Run 1, routed metal per tile:
(3 px per um) The die is cut into 22 by 22 equal tiles; white is low, dark blue is high, scaled to the fullest tile. Values are wire area over tile area, all layers added.
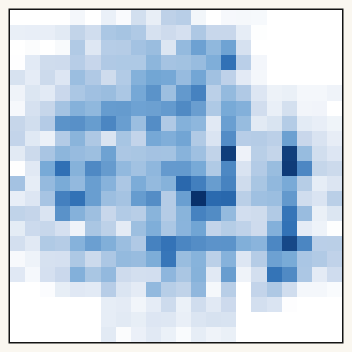
Run 1, wires at chosen ports, followed through buffers:
(4 px per um)
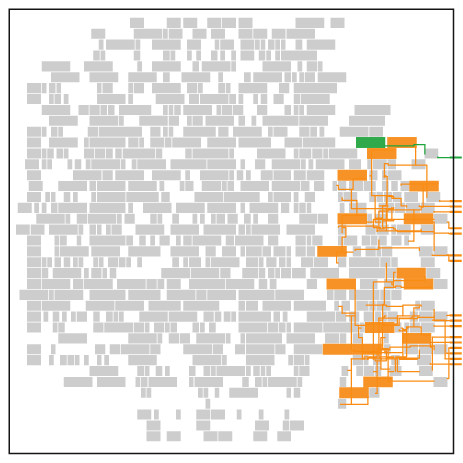
Run 1, routing congestion map:
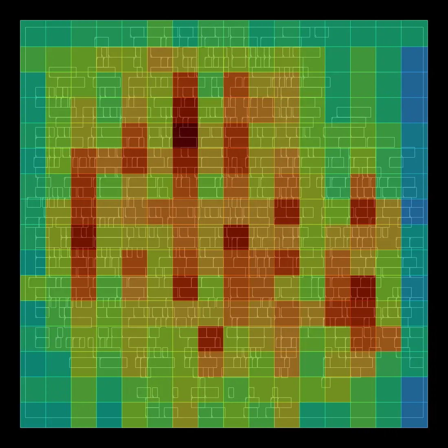
--- src/rtl/ad9228_lvds_tx_emulator.sv ---
// AD9228-style serial LVDS transmit emulator: serializes one sample per lane per frame,
// MSB first, with matching frame clock (fco) and DDR data clock (dco).
module ad9228_lvds_tx_emulator #(
    parameter int                    NUM_CHANNELS  = 4,
    parameter int                    DATA_WIDTH    = 12,
    parameter int                    TRAIN_FRAMES  = 2,
    parameter logic [DATA_WIDTH-1:0] TRAIN_PATTERN = 12'hA5C,
    parameter bit                    DOUT_INVERTED = 1'b0,
    parameter bit                    FCO_INVERTED  = 1'b0
) (
    input  logic                               clk,
    input  logic                               rstn,
    input  logic                               en,
    input  logic                               s_valid,
    output logic                               s_ready,
    input  logic [NUM_CHANNELS*DATA_WIDTH-1:0] s_data,
    output logic [NUM_CHANNELS-1:0]            dout,
    output logic                               fco,
    output logic                               dco,
    output logic                               frame_start,
    output logic [15:0]                        underflow_count
);

    localparam int SW = NUM_CHANNELS * DATA_WIDTH;
    localparam int CW = $clog2(DATA_WIDTH);
    localparam int TW = (TRAIN_FRAMES > 1) ? $clog2(TRAIN_FRAMES) : 1;
    localparam logic [CW-1:0] LAST_BIT   = CW'(DATA_WIDTH - 1);
    localparam logic [CW-1:0] HALF_BIT   = CW'(DATA_WIDTH / 2);
    localparam logic [TW-1:0] TRAIN_LAST = TW'((TRAIN_FRAMES > 0) ? TRAIN_FRAMES - 1 : 0);
    localparam logic [DATA_WIDTH-1:0] MIDSCALE = {1'b1, {(DATA_WIDTH-1){1'b0}}};

    typedef enum logic [1:0] {ST_IDLE, ST_TRAIN, ST_RUN} state_t;

    state_t                  r_state;
    state_t                  w_state_next;
    logic [CW-1:0]           r_bit_cnt;
    logic [TW-1:0]           r_train_cnt;
    logic [SW-1:0]           r_shift;
    logic [SW-1:0]           r_hold;
    logic                    r_hold_valid;
    logic [15:0]             r_underflow;
    logic [NUM_CHANNELS-1:0] r_dout;
    logic                    r_fco;
    logic                    r_dco;
    logic                    r_frame_start;

    logic                    w_active;
    logic                    w_last;
    logic                    w_boundary;
    logic                    w_train_next;
    logic                    w_accept;
    logic [NUM_CHANNELS-1:0] w_bits;

    assign w_active     = (r_state != ST_IDLE);
    assign w_last       = (r_bit_cnt == LAST_BIT);
    assign w_boundary   = w_active && w_last && en;
    assign w_train_next = (r_state == ST_TRAIN) && (r_train_cnt != TRAIN_LAST);
    assign w_accept     = s_valid && !r_hold_valid;

    // The shift word is held static for the whole frame; bit_cnt selects the bit.
    generate
        for (genvar gi = 0; gi < NUM_CHANNELS; gi++) begin : g_lane
            logic [DATA_WIDTH-1:0] w_lane;
            assign w_lane     = r_shift[gi*DATA_WIDTH +: DATA_WIDTH];
            assign w_bits[gi] = w_lane[LAST_BIT - r_bit_cnt];
        end
    endgenerate

    always_comb begin
        w_state_next = r_state;
        case (r_state)
            ST_IDLE:  if (en) w_state_next = ST_TRAIN;
            ST_TRAIN: if (w_last) begin
                          if (!en)                             w_state_next = ST_IDLE;
                          else if (r_train_cnt == TRAIN_LAST) w_state_next = ST_RUN;
                      end
            ST_RUN:   if (w_last && !en) w_state_next = ST_IDLE;
            default:  w_state_next = ST_IDLE;
        endcase
    end

    always_ff @(posedge clk) begin
        if (!rstn) begin
            r_state       <= ST_IDLE;
            r_bit_cnt     <= '0;
            r_train_cnt   <= '0;
            r_shift       <= '0;
            r_hold        <= '0;
            r_hold_valid  <= 1'b0;
            r_underflow   <= '0;
            r_dout        <= {NUM_CHANNELS{DOUT_INVERTED}};
            r_fco         <= FCO_INVERTED;
            r_dco         <= 1'b0;
            r_frame_start <= 1'b0;
        end else begin
            r_state <= w_state_next;

            if (w_active) begin
                r_dout        <= w_bits ^ {NUM_CHANNELS{DOUT_INVERTED}};
                r_fco         <= (r_bit_cnt < HALF_BIT) ^ FCO_INVERTED;
                r_dco         <= ~r_bit_cnt[0];
                r_frame_start <= (r_bit_cnt == '0);
            end else begin
                r_dout        <= {NUM_CHANNELS{DOUT_INVERTED}};
                r_fco         <= FCO_INVERTED;
                r_dco         <= 1'b0;
                r_frame_start <= 1'b0;
            end

            if (!w_active || w_last) r_bit_cnt <= '0;
            else                     r_bit_cnt <= r_bit_cnt + 1'b1;

            // The TRAIN->RUN boundary already starts a live frame.
            if (!w_active) begin
                if (en) begin
                    r_shift     <= {NUM_CHANNELS{TRAIN_PATTERN}};
                    r_train_cnt <= '0;
                end
            end else if (w_boundary) begin
                if (w_train_next) begin
                    r_shift     <= {NUM_CHANNELS{TRAIN_PATTERN}};
                    r_train_cnt <= r_train_cnt + 1'b1;
                end else if (r_hold_valid) begin
                    r_shift      <= r_hold;
                    r_hold_valid <= 1'b0;
                end else begin
                    r_shift <= {NUM_CHANNELS{MIDSCALE}};
                    if (r_underflow != 16'hFFFF) r_underflow <= r_underflow + 1'b1;
                end
            end

            if (w_accept) begin
                r_hold       <= s_data;
                r_hold_valid <= 1'b1;
            end
        end
    end

    assign s_ready         = ~r_hold_valid;
    assign dout            = r_dout;
    assign fco             = r_fco;
    assign dco             = r_dco;
    assign frame_start     = r_frame_start;
    assign underflow_count = r_underflow;

endmodule

--- config.mk ---
export PLATFORM = sky130hd
export DESIGN_NAME = ad9228_lvds_tx_emulator
export DESIGN_NICKNAME = d
export VERILOG_FILES = /design/src/rtl/ad9228_lvds_tx_emulator.sv
export SDC_FILE = /design/constraint.sdc
export NUM_CORES = 1
export LEC_CHECK = 0
export ABC_AREA = 0
export CORE_UTILIZATION = 44
export CTS_CLUSTER_DIAMETER = 80
export DETAILED_ROUTE_END_ITERATION = 7
export HOLD_SLACK_MARGIN = 0.05
export PLACE_DENSITY = 0.73
export SLEW_MARGIN = 0
export SYNTH_ARGS = -nofsm -noshare
export SYNTH_HDL_FRONTEND = slang
export SYNTH_SLANG_ARGS = --single-unit
--- constraint.sdc ---
create_clock -name clk -period 2.2 [get_ports clk]
set_input_delay 0.44 -clock clk [delete_from_list [all_inputs] [get_ports clk]]
set_output_delay 0.44 -clock clk [all_outputs]
set_load 0.005 [all_outputs]
==> results_slide.txt, run 1 <==
Run Summary

Final layout
  • Clk cell area share: 8.66%
  • Cell area after layout: 6730 sq um
  • Sequential cell area share: 37.8%
  • Inverters, non-clock: 9
  • Logic area: 2440 sq um

Critical path
  • Crit path max fanout: 13
  • Data required, critical path: 1760 ps
  • FF-to-FF Start: r_bit_cnt[2]

GRT
  • Initial antenna violation count: 0

Logic synthesis
  • Area fraction in compound gates: 16.5%
  • Yosys warning count: 0
  • Adder Area Share: 1.45%
  • Synth area leaders: dfxtp_1, nand2_1, a21oi_1

Pwr
  • Clock share of power: 48.9%

Drt
  • Via count: 4,498

Die
  • Cell Rows: 39

Placement
  • Place WS: 3.25 ps
  • Final GP Congestion: 0.845

Outcome
  • Outcome: completed

Final timing
  • Hold Vio Cnt, Final: 0
## Picture notes: 'routed metal per tile'
The densest ninth of the die: center. The emptiest ninth of the die: north-east. 16% of the tiles are over half the peak. The mean over all tiles is 0.16. The fullest tile reaches 0.57. 17% of the tiles are nearly empty.

## Picture notes: 'wires at chosen ports, followed through buffers'
Green marks fco, direction output, end cells 1, buffers 1, wire 16.0 um. Orange marks underflow_count, direction output, end cells 16, buffers 16, wire 755 um.

## Picture notes: 'routing congestion map'
GR Util met3: 4.16%
GR met2 Demand/Resource: 34.6%
Avg WL per Cell: 14.8 um
layer with the highest usage: met2
total track usage: 20.5%

==> run 2, diff against run 1 <==
- PLACE_DENSITY: 0.73 -> 0.67
==> run 2 against run 1 <==
Compared with the run above:
- critical path depth did not move
- flip-flop count did not move
- cell area rose by 0.63%
- clock skew fell by 2.0 ps
- count of clock-buffer cells in the layout rose by 4
- critical endpoint unchanged
- first-iteration DRC count fell by 12%
- largest power group unchanged
- critical path type unchanged
- highest routed layer unchanged
==> results_slide.txt, run 2 <==
Run Summary

GRT
  • Vias in the first global route: 4,349
  • Layer with the highest usage: met2
  • Initial antenna violation count: 0 (unchanged)
  • GR Util met3: 4.76% (+0.60 points)
  • Total track usage: 21.3% (+0.87 points)

Outcome
  • Outcome: completed

Die
  • Cell Rows: 39 (unchanged)

Hold path
  • WHS Endpoint: r_hold[26]

Final layout
  • Cell area after layout: 6780 sq um (+0.63%)
  • Sequential cell area share: 37.5% (-0.24 points)
  • Logic area: 2440 sq um (-0.15%)
  • Clk cell area share: 8.99% (+0.33 points)
  • Area occupied by registers: 2540 sq um
  • Dominant logic cell types in the final layout: dfxtp_1, nand2_1, clkdlybuf4s50_1, a21oi_1, nor2_1

Critical path
  • FF-to-FF Start: r_bit_cnt[2]
  • Crit path max fanout: 10 (-3)
  • Data required, critical path: 1760 ps (about the same)

Pwr
  • Cell internal pwr: 4.47 mW
  • Clock share of power: 49.8% (+0.9 points)

Drt
  • Met3 WL: 627 um
  • Metal2 WL: 6230 um
  • Avg WL per Cell: 15.3 um (+3.2%)
  • Via count: 4,489 (-0.20%)

Clock tree
  • H-tree depth: 4

Logic synthesis
  • Adder Area Share: 1.45% (unchanged)
  • Area fraction in compound gates: 16.5% (unchanged)
  • Yosys warning count: 0 (unchanged)

Final timing
  • Hold Vio Cnt, Final: 0 (unchanged)

Placement
  • Place WS: -60.4 ps (-63.7 ps)
  • Final GP Congestion: 0.848 (+0.32%)
Run 2, routed metal per tile:
(3 px per um) The die is cut into 22 by 22 equal tiles; white is low, dark blue is high, scaled to the fullest tile. Values are wire area over tile area, all layers added.
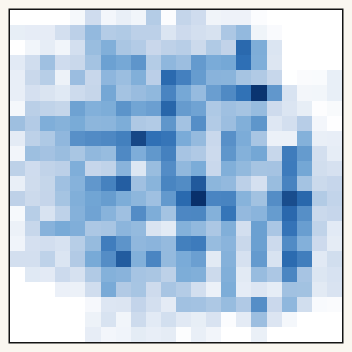
The emptiest ninth of the die: south-west. 19% of the tiles are over half the peak. The densest ninth of the die: center. The mean over all tiles is 0.16. 12% of the tiles are nearly empty. The fullest tile reaches 0.52.

Run 2, gate families picked out:
(3 px per um)
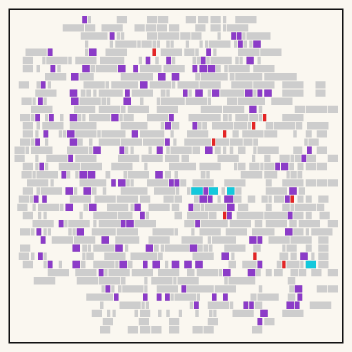
Red marks inverters, cells 9, most used inv_1. Cyan marks AND-OR and OR-AND gates, cells 4. Purple marks inverting AOI/OAI gates, cells 133, most used a21oi_1, where widely spread.
most instantiated logic cell after routing: dfxtp_1
combinational share of cell area: 36.0%
final std cells w/o fill: 814

==> run 3, diff against run 2 <==
- RECOVER_POWER: unset -> 50
==> run 3 against run 2 <==
Compared with the run above:
- wire length decreased by 0.14%
- register-to-register slack got worse by 60 ps
- sequential share of layout area increased by 0.17 points
- area after synthesis unchanged
==> results_slide.txt, run 3 <==
Run Summary

Outcome
  • Outcome: completed

Final layout
  • Inverters, non-clock: 9
  • Dominant logic cell types in the final layout: dfxtp_1, nand2_1, a21oi_1, clkdlybuf4s50_1, nor2_1
  • Combinational share of cell area: 36.2% (+0.16 points)
  • Area occupied by registers: 2540 sq um (unchanged)
  • Sequential cell area share: 37.7% (+0.17 points)
  • Most instantiated logic cell after routing: dfxtp_1
  • Cell area after layout: 6750 sq um (-0.44%)
  • Logic area: 2440 sq um (unchanged)
  • Final std cells w/o fill: 814 (unchanged)

Pwr
  • Cell internal pwr: 4.46 mW (-0.20%)
  • Clock share of power: 49.9% (about the same)

Placement
  • Place WS: -60.4 ps (unchanged)

Drt
  • Met3 WL: 494 um (-21%)
  • Avg WL per Cell: 15.3 um (-0.14%)
  • Metal2 WL: 6200 um (-0.63%)
  • Via count: 4,515 (+0.58%)

Die
  • Cell Rows: 39 (unchanged)

Final timing
  • Hold Vio Cnt, Final: 0 (unchanged)

Clock tree
  • H-tree depth: 4 (unchanged)

Critical path
  • Data required, critical path: 2490 ps (+730 ps)
  • Crit path max fanout: 17 (+7)
  • FF-to-FF Start: r_state[0]

GRT
  • Initial antenna violation count: 0 (unchanged)
  • Vias in the first global route: 4,349 (unchanged)
  • GRT Residual Overflow: 0
  • Layer with the highest usage: met2
  • GR Util met3: 4.76% (unchanged)

Hold path
  • WHS Endpoint: r_hold[26]

Logic synthesis
  • Adder Area Share: 1.45% (unchanged)
  • Yosys warning count: 0 (unchanged)
  • Area fraction in xor and xnor cells: 0.337%
Run 3, wires at chosen ports, followed through buffers:
(4 px per um)
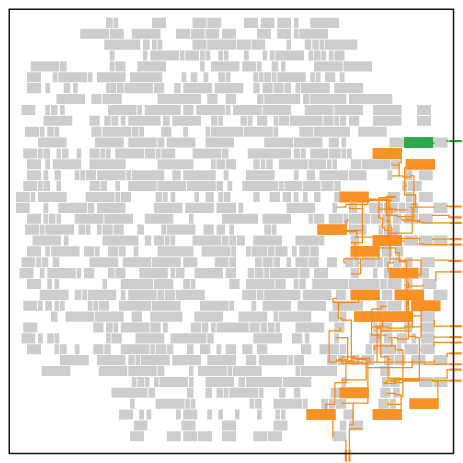
Orange marks underflow_count, direction output, end cells 16, buffers 16, wire 724 um. Green marks fco, direction output, end cells 1, buffers 1, wire 1.70 um.

Run 3, routed metal per tile:
(3 px per um) The die is cut into 22 by 22 equal tiles; white is low, dark blue is high, scaled to the fullest tile. Values are wire area over tile area, all layers added.
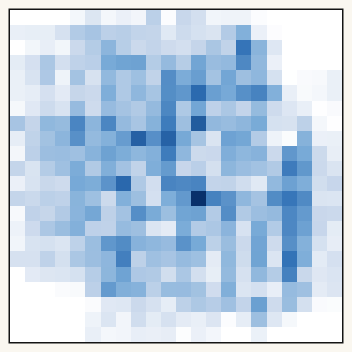
The fullest tile reaches 0.56. 15% of the tiles are over half the peak. The densest ninth of the die: center. 12% of the tiles are nearly empty.


## Gallery

Clock wires, drivers and flops.
(4 px per um)
picture 1
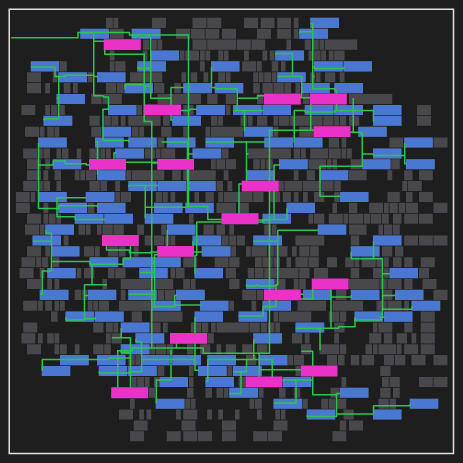
picture 2
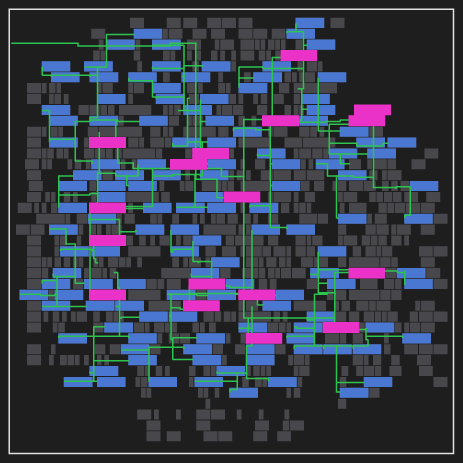
- run 2 = picture 1
- run 1 = picture 2

Key to picture 2:
Blue marks flip-flops, count 127. Magenta marks cells driving clock nets, count 17. Green marks clock wires, length 1,430 um.
Position of the flops: widely spread. There are 18 routed clock nets.

No activity file was given, so power comes from the tool's default toggle rates.
